==> src/rtl/fp_seq_pkg.sv <==
// Shared definitions for the float-unit gain sequencer: float-unit op codes
// and the sequencer FSM state type.
package fp_seq_pkg;

  typedef enum logic [2:0] {
    OP_ADD = 3'd0,
    OP_SUB = 3'd1,
    OP_DIV = 3'd2,
    OP_MUL = 3'd3,
    OP_F2I = 3'd4,
    OP_I2F = 3'd5
  } fp_op_t;

  typedef enum logic [2:0] {
    ST_IDLE,
    ST_I2F,
    ST_GAP1,
    ST_MUL,
    ST_GAP2,
    ST_F2I,
    ST_EMIT
  } state_t;

endpackage

==> src/rtl/fp_gain_sequencer_if.sv <==
// Bundle of sample stream and float-unit signals for fp_gain_sequencer.
// master = sequencer side, slave = environment (source, sink, float unit).
interface fp_gain_sequencer_if #(
  parameter int SAMPLE_W = 24
);
  logic                in_valid;
  logic                in_ready;
  logic [SAMPLE_W-1:0] in_sample;
  logic [31:0]         gain;
  logic                out_valid;
  logic                out_ready;
  logic [SAMPLE_W-1:0] out_sample;
  logic [2:0]          fp_operation;
  logic                fp_clk_en;
  logic [31:0]         fp_dataa;
  logic [31:0]         fp_datab;
  logic [31:0]         fp_result;
  logic                fp_done;
  logic                err;

  modport master (
    input  in_valid, in_sample, gain, out_ready, fp_result, fp_done,
    output in_ready, out_valid, out_sample, fp_operation, fp_clk_en,
           fp_dataa, fp_datab, err
  );

  modport slave (
    output in_valid, in_sample, gain, out_ready, fp_result, fp_done,
    input  in_ready, out_valid, out_sample, fp_operation, fp_clk_en,
           fp_dataa, fp_datab, err
  );
endinterface

==> src/rtl/fp_sat_clip.sv <==
// Clamps a 32-bit signed integer into the signed SAMPLE_W-bit range.
module fp_sat_clip #(
  parameter int SAMPLE_W = 24
) (
  input  logic [31:0]         value,
  output logic [SAMPLE_W-1:0] clipped
);
  localparam logic signed [31:0] MAX_V = (32'sd1 <<< (SAMPLE_W - 1)) - 32'sd1;
  localparam logic signed [31:0] MIN_V = -(32'sd1 <<< (SAMPLE_W - 1));

  logic signed [31:0] v;

  always_comb begin
    v = signed'(value);
    if (v > MAX_V)
      clipped = MAX_V[SAMPLE_W-1:0];
    else if (v < MIN_V)
      clipped = MIN_V[SAMPLE_W-1:0];
    else
      clipped = v[SAMPLE_W-1:0];
  end
endmodule

==> src/rtl/fp_gain_sequencer.sv <==
// Scales one integer sample by a float gain using an external float unit:
// I2F -> MUL -> F2I, with a one-cycle enable drop between ops, then saturates.
module fp_gain_sequencer
  import fp_seq_pkg::*;
#(
  parameter int SAMPLE_W    = 24,
  parameter int TIMEOUT_CYC = 64
) (
  input logic                 clock,
  input logic                 reset_n,
  fp_gain_sequencer_if.master bus
);
  localparam int CNT_W = $clog2(TIMEOUT_CYC + 1);
  localparam logic [CNT_W-1:0] WAIT_LAST = CNT_W'(TIMEOUT_CYC - 1);

  state_t              state;
  fp_op_t              op_q;
  logic [CNT_W-1:0]    wait_cnt;
  logic [31:0]         gain_q;
  logic                in_ready_q;
  logic                out_valid_q;
  logic [SAMPLE_W-1:0] out_sample_q;
  logic                clk_en_q;
  logic [31:0]         dataa_q;
  logic [31:0]         datab_q;
  logic                err_q;
  logic [SAMPLE_W-1:0] clipped;

  fp_sat_clip #(.SAMPLE_W(SAMPLE_W)) u_sat (
    .value   (bus.fp_result),
    .clipped (clipped)
  );

  assign bus.in_ready     = in_ready_q;
  assign bus.out_valid    = out_valid_q;
  assign bus.out_sample   = out_sample_q;
  assign bus.fp_operation = op_q;
  assign bus.fp_clk_en    = clk_en_q;
  assign bus.fp_dataa     = dataa_q;
  assign bus.fp_datab     = datab_q;
  assign bus.err          = err_q;

  always_ff @(posedge clock) begin
    if (!reset_n) begin
      state        <= ST_IDLE;
      op_q         <= OP_ADD;
      wait_cnt     <= '0;
      gain_q       <= '0;
      in_ready_q   <= 1'b1;
      out_valid_q  <= 1'b0;
      out_sample_q <= '0;
      clk_en_q     <= 1'b0;
      dataa_q      <= '0;
      datab_q      <= '0;
      err_q        <= 1'b0;
    end else begin
      err_q <= 1'b0;
      case (state)
        ST_IDLE: begin
          if (bus.in_valid) begin
            gain_q     <= bus.gain;
            dataa_q    <= 32'(signed'(bus.in_sample));
            datab_q    <= '0;
            op_q       <= OP_I2F;
            clk_en_q   <= 1'b1;
            in_ready_q <= 1'b0;
            wait_cnt   <= '0;
            state      <= ST_I2F;
          end
        end
        ST_I2F, ST_MUL, ST_F2I: begin
          if (bus.fp_done) begin
            clk_en_q <= 1'b0;
            op_q     <= OP_ADD;
            wait_cnt <= '0;
            // Next op's operands are loaded during the gap, so they are
            // already stable when the enable comes back up.
            case (state)
              ST_I2F: begin
                dataa_q <= bus.fp_result;
                datab_q <= gain_q;
                state   <= ST_GAP1;
              end
              ST_MUL: begin
                dataa_q <= bus.fp_result;
                datab_q <= '0;
                state   <= ST_GAP2;
              end
              default: begin
                dataa_q      <= '0;
                datab_q      <= '0;
                out_sample_q <= clipped;
                out_valid_q  <= 1'b1;
                state        <= ST_EMIT;
              end
            endcase
          end else if (wait_cnt == WAIT_LAST) begin
            err_q      <= 1'b1;
            clk_en_q   <= 1'b0;
            op_q       <= OP_ADD;
            dataa_q    <= '0;
            datab_q    <= '0;
            wait_cnt   <= '0;
            in_ready_q <= 1'b1;
            state      <= ST_IDLE;
          end else begin
            wait_cnt <= wait_cnt + CNT_W'(1);
          end
        end
        ST_GAP1: begin
          op_q     <= OP_MUL;
          clk_en_q <= 1'b1;
          state    <= ST_MUL;
        end
        ST_GAP2: begin
          op_q     <= OP_F2I;
          clk_en_q <= 1'b1;
          state    <= ST_F2I;
        end
        ST_EMIT: begin
          if (bus.out_ready) begin
            out_valid_q <= 1'b0;
            in_ready_q  <= 1'b1;
            state       <= ST_IDLE;
          end
        end
        default: begin
          state      <= ST_IDLE;
          in_ready_q <= 1'b1;
        end
      endcase
    end
  end
endmodule

==> src/flat_wrapper.sv <==
// flat-port wrapper written by rule: the top's interface ports become plain ports
module fp_gain_sequencer_flat import fp_seq_pkg::*;
#(
  parameter int SAMPLE_W    = 24,
  parameter int TIMEOUT_CYC = 64
)
  (clock, reset_n, bus_in_valid, bus_in_sample, bus_gain, bus_out_ready, bus_fp_result, bus_fp_done, bus_in_ready, bus_out_valid, bus_out_sample, bus_fp_operation, bus_fp_clk_en, bus_fp_dataa, bus_fp_datab, bus_err);
  fp_gain_sequencer_if #(.SAMPLE_W(SAMPLE_W)) bus_i ();
  input logic clock;
  input logic reset_n;
  input wire logic [$bits(bus_i.in_valid)-1:0] bus_in_valid;
  input wire logic [$bits(bus_i.in_sample)-1:0] bus_in_sample;
  input wire logic [$bits(bus_i.gain)-1:0] bus_gain;
  input wire logic [$bits(bus_i.out_ready)-1:0] bus_out_ready;
  input wire logic [$bits(bus_i.fp_result)-1:0] bus_fp_result;
  input wire logic [$bits(bus_i.fp_done)-1:0] bus_fp_done;
  output wire logic [$bits(bus_i.in_ready)-1:0] bus_in_ready;
  output wire logic [$bits(bus_i.out_valid)-1:0] bus_out_valid;
  output wire logic [$bits(bus_i.out_sample)-1:0] bus_out_sample;
  output wire logic [$bits(bus_i.fp_operation)-1:0] bus_fp_operation;
  output wire logic [$bits(bus_i.fp_clk_en)-1:0] bus_fp_clk_en;
  output wire logic [$bits(bus_i.fp_dataa)-1:0] bus_fp_dataa;
  output wire logic [$bits(bus_i.fp_datab)-1:0] bus_fp_datab;
  output wire logic [$bits(bus_i.err)-1:0] bus_err;
  assign bus_i.in_valid = bus_in_valid;
  assign bus_i.in_sample = bus_in_sample;
  assign bus_i.gain = bus_gain;
  assign bus_i.out_ready = bus_out_ready;
  assign bus_i.fp_result = bus_fp_result;
  assign bus_i.fp_done = bus_fp_done;
  assign bus_in_ready = bus_i.in_ready;
  assign bus_out_valid = bus_i.out_valid;
  assign bus_out_sample = bus_i.out_sample;
  assign bus_fp_operation = bus_i.fp_operation;
  assign bus_fp_clk_en = bus_i.fp_clk_en;
  assign bus_fp_dataa = bus_i.fp_dataa;
  assign bus_fp_datab = bus_i.fp_datab;
  assign bus_err = bus_i.err;
  fp_gain_sequencer #(.SAMPLE_W(SAMPLE_W), .TIMEOUT_CYC(TIMEOUT_CYC)) u_core (.clock(clock), .reset_n(reset_n), .bus(bus_i));
endmodule
==> config.mk <==
export PLATFORM = sky130hd
export DESIGN_NAME = fp_gain_sequencer_flat
export DESIGN_NICKNAME = d
export VERILOG_FILES = /design/src/rtl/fp_seq_pkg.sv /design/src/rtl/fp_gain_sequencer_if.sv /design/src/rtl/fp_sat_clip.sv /design/src/rtl/fp_gain_sequencer.sv /design/src/flat_wrapper.sv
export SDC_FILE = /design/constraint.sdc
export NUM_CORES = 1
export LEC_CHECK = 0
export ABC_CLOCK_PERIOD_IN_PS = 2300
export CAP_MARGIN = 20
export CORE_MARGIN = 2
export CORE_UTILIZATION = 44
export DETAILED_ROUTE_END_ITERATION = 6
export GPL_TIMING_DRIVEN = 1
export PLACE_DENSITY = 0.84
export SLEW_MARGIN = 20
export SYNTH_ARGS = -nofsm -noshare
export SYNTH_HDL_FRONTEND = slang
export SYNTH_SLANG_ARGS = --single-unit
==> constraint.sdc <==
create_clock -name clock -period 2.3 [get_ports clock]
set_clock_uncertainty 0.15 [all_clocks]
set_input_delay 0.345 -clock clock [delete_from_list [all_inputs] [get_ports clock]]
set_output_delay 0.345 -clock clock [all_outputs]
set_load 0.05 [all_outputs]
run_1/port_nets.png
(3 px per um)
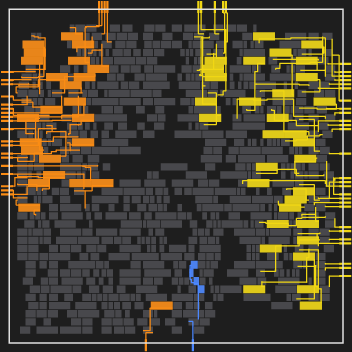
| port | color | bits | direction | edge | end cells | buffers | wire |
|---|---|---|---|---|---|---|---|
| `bus_out_sample` | orange | 24 | output | 19 west, 4 north, 1 south | 24 | 24 | 691 um |
| `bus_fp_done` | blue | 1 | input | south | 4 | 1 | 29.4 um |
| `bus_fp_datab` | yellow | 32 | output | 27 east, 5 north | 32 | 32 | 944 um |
io pins: 188
port bufs: 187

run_1/final_clocks.png
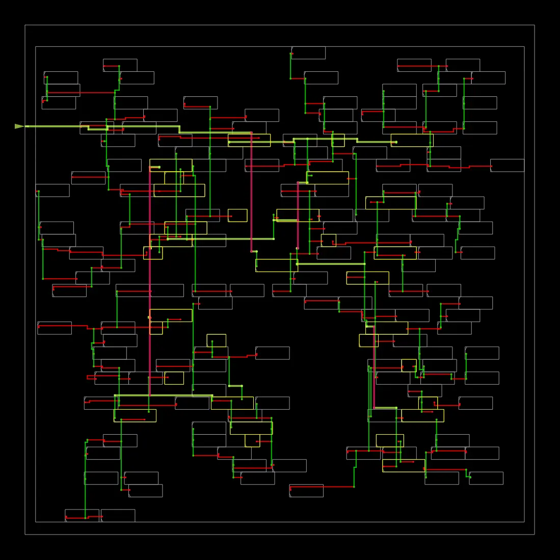
Clk. pwr: 2.84 mW
# clock sinks: 137

==> results.cfg <==
; synthesis and place-and-route metrics
[worst_setup_path]
critPathMaxStageDelay_ps = 840
critPathLaunchType = register
reg2reg_depth = 6
cp_slowest_cell = clkdlybuf4s50_1
critical_path_buf_inv_count = 1
crit_cells = 1
path_cells = clkdlybuf4s50_1
cp_top_family = buffers and inverters
required_ps = 1800
worstSetupPathType = reg2out
cp-end-kind = output port

[final_layout]
fill_cells = 828
antenna_cells = 0
mostFrequentLayoutCells = 187 x clkdlybuf4s50_1, 137 x dfxtp_1, 92 x nand2_1
n_all_buffers = 207
seq_area_mm2 = 0.00274
layoutNonFillerInstCount = 871
syn_to_final_growth_pct = 54.2
mostFrequentLayoutCell = clkdlybuf4s50_1
largest_cell_class = sequential cells
design_area_mm2 = 0.00773
clkbuf_count = 17
comb_area_mm2 = 0.00207
clockNetworkAreaShare_pct = 8.04
comb-cell-share_pct = 26.8
bufAreaShareNonClock_pct = 27.3
nets = 812
nFlopsAndLatches = 137
seq_area_share_pct = 35.5

[logic_synthesis]
postSynthSeqShare_pct = 54.7
flop_cell = dfxtp_1
yosysWarnings = 0
synthesis.nets = 631
syn-cell-area_mm2 = 0.00502
ys_ff = 137
synth-async-reset-ratio_pct = 0
synth.distinct_cells = 48
avgSynthCellArea_um2 = 9.34
edf_count = 0
synth.top_cells.by_count = 137 x dfxtp_1, 92 x nand2_1, 73 x a21oi_1, 33 x a22o_1, 31 x o2bb2ai_1
top_area_cell = dfxtp_1
ys_cells = 537
top_area_share_pct = 54.7

[clock_tree]
ctsHoldBuffers = 0
cts_buffers = 17
cts_resized = 0
clockRootBuffer = clkbuf_16
cts_max_level = 4
cts_buffer_depth = 2
cts_setup_buffers = 0
path_clk_slew_ps = 70
cts_tree = yes

[die]
die_area_mm2 = 0.0123
fp-utilization_pct = 45.7
core.rowCount = 38

[global_routing]
grt_overflow_total = 0
grt_pass1_wl_um = 24200
antenna_found_initial = 0
grt_usage_pct = 24.2

[detailed_routing]
dr.pass1.iters = 5
drc = 0
drt_wl_total_um = 15100
first_iter_violations = 336
vias = 4905

[pwr]
peakVddDrop_v = 0.000468
powerDensity_mw_per_mm2 = 848
p_leak_nw = 2.87
fin_total_pwr_mw = 6.56

[placed_design]
placedCellCount = 839
gp_congestion = 0.851
hpwlAfterDp_um = 10600
placed_cell_area_mm2 = 0.00711
dp_slack_ps = 28.5

[timing]
slew_headroom_pct = 62.4
fmax_mhz = 472
setup_viol = 0
hold_viol = 0
setup_ws_ps = 180
min_period_ps = 2120
rsz0062_at_grt = no
finalCritPeriodShare_pct = 92.2
slew_viol_final = 0

[worst_hold_path]
hold_path_class = reg2reg
hold-path-cell-count = 2

[run_status]
outcome = completed

[run]
warnings = 26
run_1/zoom.png
Region (73, 73) to (93, 93) um. Cells in gray, sequential cells in the stronger gray; small squares are vias.
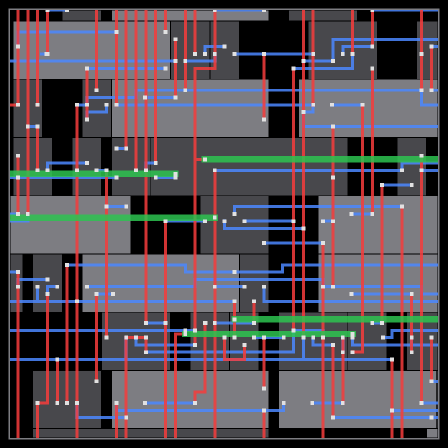
| layer | color |
|---|---|
| met2 | red |
| met3 | green |
| met1 | blue |
cells with their middle in the window: 30
most frequent: nand2_1 (9), dfxtp_1 (9), a21oi_1 (6)
netlist names of flops here include: `u_core.gain_q` (6), `u_core.bus.fp_datab` (3)
sequential cells in the window: 9

-- run 1: sequential cells by signal (all words and copies together) (netlist names) --
| signal | cells |
|---|---|
| u_core.bus.err | 1 |
| u_core.bus.fp_clk_en | 1 |
| u_core.bus.fp_dataa | 32 |
| u_core.bus.fp_datab | 32 |
| u_core.bus.fp_operation | 3 |
| u_core.bus.in_ready | 1 |
| u_core.bus.out_sample | 24 |
| u_core.bus.out_valid | 1 |
| u_core.gain_q | 32 |
| u_core.state | 3 |
| u_core.wait_cnt | 7 |
-- run 1: cell families after synthesis --
logic type / after synthesis / share of synthesized area [%]
simple gates: 136 / 11.7
compound gates: 212 / 28.4
buf+inv: 48 / 4.44
mux: 1 / 0.200
xor+xnor: 2 / 0.349
fa+ha+maj: 1 / 0.249
flops: 137 / 54.7
-- run 1: report_power, final --
| group | switching (mW) | leakage [nW] | internal (mW) |
|---|---|---|---|
| combinational | 0.670 | 1.46 | 0.457 |
| sequential | 0.0898 | 1.12 | 2.51 |
| clock | 1.17 | 0.301 | 1.67 |
| total | 1.93 | 2.87 | 4.63 |
-- run 1: worst min-delay path: cells and delay by family, from the launching register on --
kind / cells / cell delay (ps)
flip-flops: 1 / 320
AND/OR/NAND/NOR: 2 / 90
-- run 1: final timing paths --
path	start	slack (ps)	endpoint
worst max-delay path	u_core.bus.fp_dataa[21]	180	bus_fp_dataa[21]
worst min-delay path	u_core.wait_cnt[6]	300	u_core.wait_cnt[6]
worst max register to register	u_core.wait_cnt[0]	180	u_core.wait_cnt[3]
worst min register to register	u_core.wait_cnt[6]	300	u_core.wait_cnt[6]
-- run 1: routing by layer --
metal  routed length, um  vias up  GRT usage [%]
li1                    -     2316              -
met1                5990     2315           27.3
met2                7350      238           41.3
met3                1320       36           8.86
met4                 416        0           9.92
met5                   0        -              0
No activity file was given, so power comes from the tool's default toggle rates.
